==> run_1/wires.png <==
The bar under the picture is 20 um long.
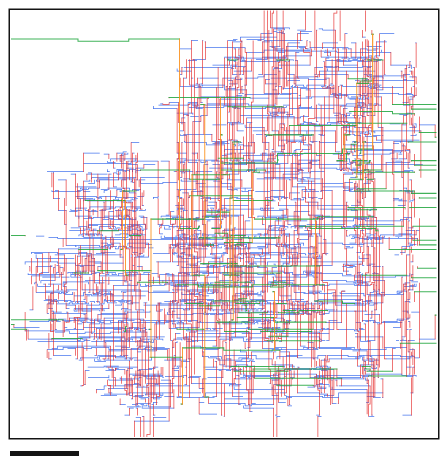
==> run_1/logic_types.png <==
The bar under the picture is 20 um long.
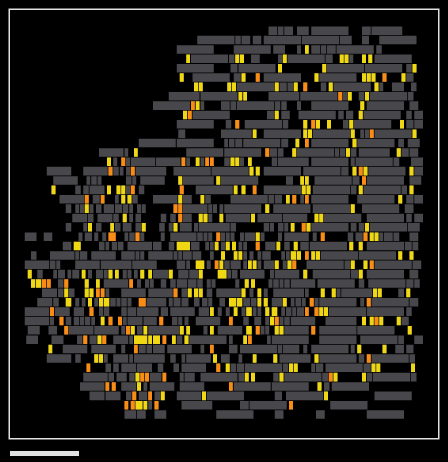
==> run_1/layer_met4.png <==
The bar under the picture is 20 um long.
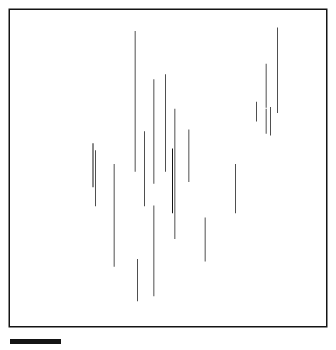
[src/rtl/conv_result_writer.sv]
// Sink for the 3x3 convolution result stream: drops edge/unfilled windows and writes the
// surviving results to a linear frame buffer. Optional tags: CONV_RESULT_WRITER_EOL_EN.
module conv_result_writer #(
  parameter int IMG_W      = 502,
  parameter int IMG_H      = 502,
  parameter int DATA_W     = 8,
  parameter int ADDR_W     = 18,
  parameter int FIFO_DEPTH = 4
) (
  input  logic              clk,
  input  logic              rst,
  input  logic              start,
  input  logic              in_valid,
  input  logic [DATA_W-1:0] in_data,
  output logic              in_ready,
  output logic              out_valid,
  input  logic              out_ready,
  output logic [ADDR_W-1:0] out_addr,
  output logic [DATA_W-1:0] out_data,
`ifdef CONV_RESULT_WRITER_EOL_EN
  output logic              out_eol,
  output logic              out_eof,
`endif
  output logic              busy,
  output logic              done,
  output logic              err
);

  localparam int CW = $clog2(IMG_W);
  localparam int RW = $clog2(IMG_H);
  localparam int PW = (FIFO_DEPTH > 1) ? $clog2(FIFO_DEPTH) : 1;
`ifdef CONV_RESULT_WRITER_EOL_EN
  localparam int EW = ADDR_W + DATA_W + 2;
`else
  localparam int EW = ADDR_W + DATA_W;
`endif
  localparam logic [CW-1:0] COL_LAST = CW'(IMG_W - 1);
  localparam logic [RW-1:0] ROW_LAST = RW'(IMG_H - 1);
  localparam logic [RW-1:0] ROW_MIN  = RW'(2);
  localparam logic [CW-1:0] COL_MIN  = CW'(2);
  localparam logic [PW:0]   CNT_FULL = (PW+1)'(FIFO_DEPTH);
  localparam logic [PW:0]   CNT_ONE  = (PW+1)'(1);

  typedef enum logic [1:0] {S_IDLE, S_RUN, S_DRAIN, S_DONE} state_t;

  state_t            state_q;
  logic [CW-1:0]     col_q;
  logic [RW-1:0]     row_q;
  logic [ADDR_W-1:0] addr_q;
  logic              err_q;

  logic [EW-1:0]     mem_q [FIFO_DEPTH];
  logic [PW-1:0]     wr_ptr_q;
  logic [PW-1:0]     rd_ptr_q;
  logic [PW:0]       count_q;

  logic              accept;
  logic              push;
  logic              pop;
  logic              col_last;
  logic              row_last;
  logic              start_ok;
  logic [EW-1:0]     entry_d;
  logic [EW-1:0]     head;

  assign col_last  = (col_q == COL_LAST);
  assign row_last  = (row_q == ROW_LAST);
  assign in_ready  = (state_q == S_RUN) && (count_q != CNT_FULL);
  assign accept    = in_valid && in_ready;
  assign push      = accept && (row_q >= ROW_MIN) && (col_q >= COL_MIN);
  assign out_valid = (count_q != '0);
  assign pop       = out_valid && out_ready;
  assign start_ok  = start && ((state_q == S_IDLE) || (state_q == S_DONE));
  assign busy      = (state_q == S_RUN) || (state_q == S_DRAIN);
  // No pushes happen in DRAIN, so popping the only remaining entry there is the final write.
  assign done      = (state_q == S_DRAIN) && pop && (count_q == CNT_ONE);
  assign err       = err_q;
  assign head      = mem_q[rd_ptr_q];

`ifdef CONV_RESULT_WRITER_EOL_EN
  assign entry_d = {addr_q, in_data, col_last, row_last && col_last};
  assign {out_addr, out_data, out_eol, out_eof} = head;
`else
  assign entry_d = {addr_q, in_data};
  assign {out_addr, out_data} = head;
`endif

  always_ff @(posedge clk) begin
    if (rst) begin
      wr_ptr_q <= '0;
      rd_ptr_q <= '0;
      count_q  <= '0;
      for (int i = 0; i < FIFO_DEPTH; i++) begin
        mem_q[i] <= '0;
      end
    end else begin
      if (push) begin
        mem_q[wr_ptr_q] <= entry_d;
        wr_ptr_q        <= wr_ptr_q + PW'(1);
      end
      if (pop) begin
        rd_ptr_q <= rd_ptr_q + PW'(1);
      end
      if (push && !pop) begin
        count_q <= count_q + CNT_ONE;
      end else if (!push && pop) begin
        count_q <= count_q - CNT_ONE;
      end
    end
  end

  always_ff @(posedge clk) begin
    if (rst) begin
      state_q <= S_IDLE;
      col_q   <= '0;
      row_q   <= '0;
      addr_q  <= '0;
      err_q   <= 1'b0;
    end else begin
      if (in_valid && !in_ready) begin
        err_q <= 1'b1;
      end else if (start_ok) begin
        err_q <= 1'b0;
      end
      case (state_q)
        S_IDLE, S_DONE: begin
          if (start) begin
            state_q <= S_RUN;
            col_q   <= '0;
            row_q   <= '0;
            addr_q  <= '0;
          end
        end
        S_RUN: begin
          if (accept) begin
            if (col_last) begin
              col_q <= '0;
              row_q <= row_last ? '0 : row_q + RW'(1);
            end else begin
              col_q <= col_q + CW'(1);
            end
            if (push) begin
              addr_q <= addr_q + ADDR_W'(1);
            end
            if (row_last && col_last) begin
              state_q <= S_DRAIN;
            end
          end
        end
        S_DRAIN: begin
          if ((count_q == '0) || done) begin
            state_q <= S_DONE;
          end
        end
        default: state_q <= S_IDLE;
      endcase
    end
  end

endmodule

[config.mk]
export PLATFORM = sky130hd
export DESIGN_NAME = conv_result_writer
export DESIGN_NICKNAME = d
export VERILOG_FILES = /design/src/rtl/conv_result_writer.sv
export SDC_FILE = /design/constraint.sdc
export NUM_CORES = 1
export LEC_CHECK = 0
export ABC_AREA = 1
export CORE_MARGIN = 4
export CORE_UTILIZATION = 54
export CTS_CLUSTER_DIAMETER = 120
export DETAILED_ROUTE_END_ITERATION = 10
export PLACE_DENSITY = 0.87
export SYNTH_ARGS = -nofsm -noshare
export SYNTH_HDL_FRONTEND = slang
export SYNTH_SLANG_ARGS = --single-unit
[constraint.sdc]
create_clock -name clk -period 3.6 [get_ports clk]
set_clock_uncertainty 0.2 [all_clocks]
set_input_delay 0.72 -clock clk [delete_from_list [all_inputs] [get_ports clk]]
set_output_delay 0.72 -clock clk [all_outputs]
set_load 0.05 [all_outputs]
==> impl_metrics.env, run 1 <==
# source this file to load flow results
export IMPL_drv_slew=0
export IMPL_seq_area_share_pct=48.3
export IMPL_lay_top_count="nor2_1"
export IMPL_syn_avg_cell_area_um2=8.62
export IMPL_post_dp_cell_area_um2=7850
export IMPL_fillCellCount=1064
export IMPL_drtAntennaViolNets=0
export IMPL_fp_utilization_pct=55.2
export IMPL_outcome="complete, no violations"
export IMPL_cts_path_max_buffers=2
export IMPL_path_depth=5
export IMPL_nMultiInputCombCells=576
export IMPL_route_detailed_drc=0
export IMPL_synthMostInstantiatedCell="nor2_1"
export IMPL_place_detailed_hpwl_mm=9.88
export IMPL_globalRoute_totalOverflow=0
export IMPL_inv_count=87
export IMPL_r2r_cells=11
export IMPL_yosys_area_top_type="edfxtp_1"
export IMPL_num_rows=42
export IMPL_synthAoiAreaFrac_pct=10.1
export IMPL_leakage_nw=3.27
export IMPL_fp_nets=876
export IMPL_fin_crit_sh_pct=90.1
export IMPL_grt_pass1_wl_mm=26.4
export IMPL_portBuffers=43
export IMPL_netlist_cell_type_count=40
export IMPL_synth_seq_cells=152
export IMPL_drt_initial_drc_count=499
## Picture notes: wires.png
layer	colour	wire length
metal 2	red	7870 um
metal 1	blue	6630 um
metal 4	orange	505 um
metal 3	green	1290 um
Routed WL per cell: 15.1 um
Tot GR Track Use: 21.3%
routed wire length: 16.3 mm
routed via count: 5898

## Picture notes: logic_types.png
family	colour	cells
NOR gates	yellow	224
inverters	orange	87

## Picture notes: layer_met4.png
nets with wire on the layer	13
longest straight run	55.1 um
share of all routed wire	3.1%
wire length on this layer	505 um
main direction	vertical

==> run_1/placement.png <==
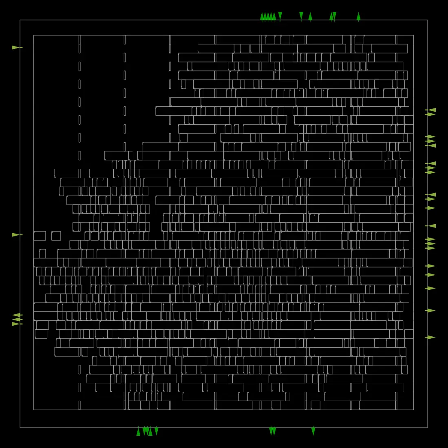

==> run 2, diff against run 1 <==
GPL_TIMING_DRIVEN = 0   (was default)
SKIP_LAST_GASP = 1   (was default)
==> run_2/placement.png <==
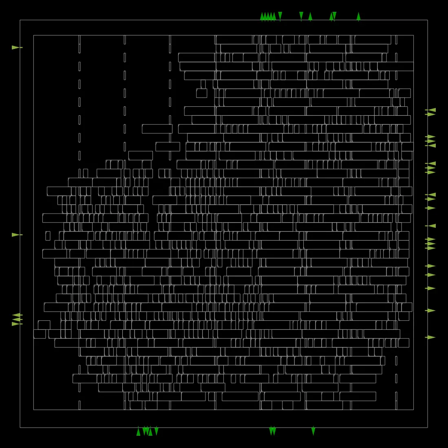
flop share of the area: 47.5%
Core Rows: 42
Seq cells: 152
Tapcells: 176

==> run_2/layer_met4.png <==
The bar under the picture is 20 um long.
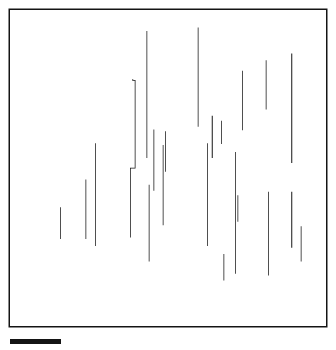
share of all routed wire	3.5%
main direction	vertical
wire length on this layer	615 um
routed via count: 6108
routed wire length: 17.5 mm

==> impl_metrics.env, run 2 <==
# source this file to load flow results
export IMPL_outcome="complete, no violations"
export IMPL_drt_initial_drc_count=669
export IMPL_netlist_cell_type_count=40
export IMPL_fp_nets=876
export IMPL_portBuffers=42
export IMPL_route_detailed_drc=0
export IMPL_cts_path_max_buffers=2
export IMPL_nMultiInputCombCells=576
export IMPL_wl_per_cell_um=15.9
export IMPL_power_top_group="registers"
export IMPL_yosys_area_top_type="edfxtp_1"
export IMPL_place_detailed_hpwl_mm=11.7
export IMPL_largest_reg_flops=104
export IMPL_timing_rr_start="state_q[1]"
export IMPL_route_met3_wl_mm=1.45
export IMPL_period_needed_ns=3.59
export IMPL_track_usage_pct=22.6
export IMPL_lay_top_count="nor2_1"
export IMPL_syn2layout_area_growth_pct=17.7
export IMPL_fp_utilization_pct=55.2
export IMPL_drtAntennaViolNets=0
export IMPL_path_depth=5
export IMPL_setup_tns_ns=0
export IMPL_top_cells_by_area="edfxtp_1 (43%), dfxtp_1 (13%), nor2_1 (11%)"
export IMPL_synth_seq_cells=152
export IMPL_leakage_nw=3.34
export IMPL_syn_avg_cell_area_um2=8.62
export IMPL_drv_slew=0
export IMPL_synthDominantCellAreaShare_pct=42.7
export IMPL_synthesis_area_um2=7310
export IMPL_top_cells_by_count="nor2_1 (208), nand2_1 (144), edfxtp_1 (104)"
export IMPL_synthAoiAreaFrac_pct=10.1
export IMPL_p_comb_w=0.00194
export IMPL_fin_nets=939
export IMPL_place_congestion=0.919
export IMPL_synthTopLogicFamily="simple AND/OR/NAND/NOR gates"
export IMPL_fin_crit_sh_pct=99.8
export IMPL_crit_required_ns=2.68
export IMPL_whs_ns=0.277
export IMPL_r2r_cells=10
export IMPL_met3_usage_pct=4.59
export IMPL_globalRoute_totalOverflow=0
export IMPL_r2r_slack_ns=0.56
export IMPL_grt_pass1_wl_mm=28.2
export IMPL_synthMostInstantiatedCell="nor2_1"
export IMPL_lay_top_cells="nor2_1 (208), nand2_1 (143), edfxtp_1 (104), inv_1 (82), o21ai_0 (69)"
export IMPL_dpl_worst_slack_ns=-0.212
export IMPL_post_dp_cell_area_um2=8020
export IMPL_inv_count=87
export IMPL_buffers=77
==> run_2/placement_by_type.png <==
The bar under the picture is 20 um long. Fill, decap, tap and diode cells in grey.
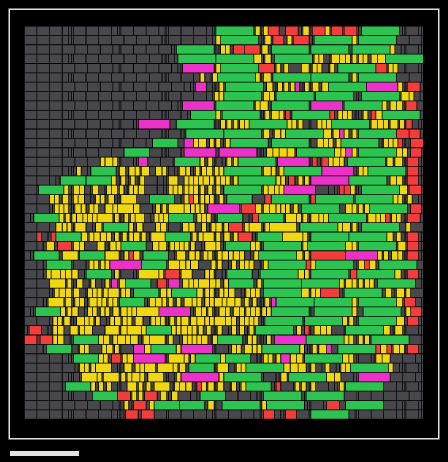
class	colour	cells	share of their area
combinational and other logic	yellow	663	37%
clock drivers and dummy loads	magenta	32	7.0%
other buffers and delay cells	red	77	7.4%
flops	green	152	49%

==> run_2/logic_types.png <==
The bar under the picture is 20 um long.
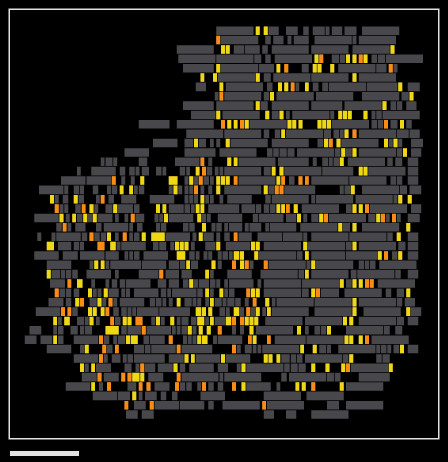

==> run 3, diff against run 2 <==
ABC_AREA = default   (was 1)
HOLD_SLACK_MARGIN = 0.03   (was default)
==> run_3/logic_types.png <==
The bar under the picture is 20 um long.
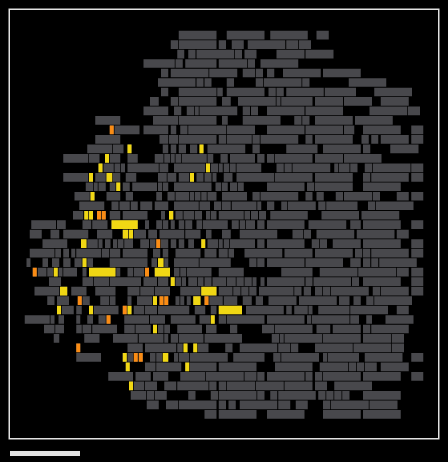
family	colour	cells
NOR gates	yellow	41
inverters	orange	15
Non-Filler Instances: 805
multi-input combinational area share: 33.5%
dominant logic cell type in the layout: edfxtp_1

==> run_3/wires.png <==
The bar under the picture is 20 um long.
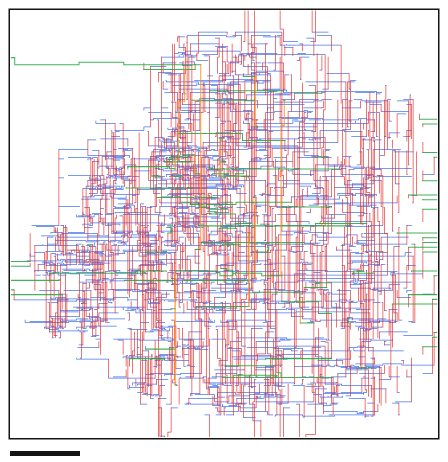
layer	colour	wire length
metal 4	orange	252 um
metal 1	blue	5840 um
metal 2	red	7960 um
metal 3	green	899 um

==> impl_metrics.env, run 3 <==
# source this file to load flow results
export IMPL_syn2layout_area_growth_pct=18.5
export IMPL_r2r_slack_ns=0.33
export IMPL_fp_utilization_pct=55.7
export IMPL_synthTopLogicFamily="simple AND/OR/NAND/NOR gates"
export IMPL_buffers=69
export IMPL_inv_count=15
export IMPL_place_congestion=0.884
export IMPL_nMultiInputCombCells=365
export IMPL_leakage_nw=2.95
export IMPL_num_rows=41
export IMPL_grt_pass1_wl_mm=24.5
export IMPL_outcome="complete, no violations"
export IMPL_synthAoiAreaFrac_pct=6.52
export IMPL_drt_total_wl_mm=15.0
export IMPL_top_cells_by_area="edfxtp_1 (44%), dfxtp_1 (14%), and2_1 (8.6%)"
export IMPL_power_top_group="registers"
export IMPL_period_needed_ns=3.43
export IMPL_wl_per_cell_um=18.6
export IMPL_r2r_cells=7
export IMPL_fp_nets=588
export IMPL_post_dp_cell_area_um2=7790
export IMPL_netlist_cell_type_count=54
export IMPL_lay_top_cells="edfxtp_1 (104), and2_1 (98), dfxtp_1 (47), clkdlybuf4s50_1 (42), nor2_1 (29)"
==> run_3/placement.png <==
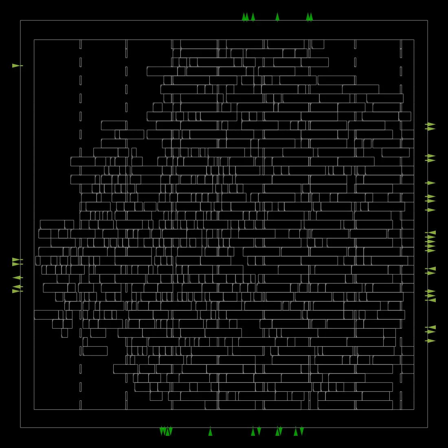
flop share of the area: 48.5%
# fillers: 859

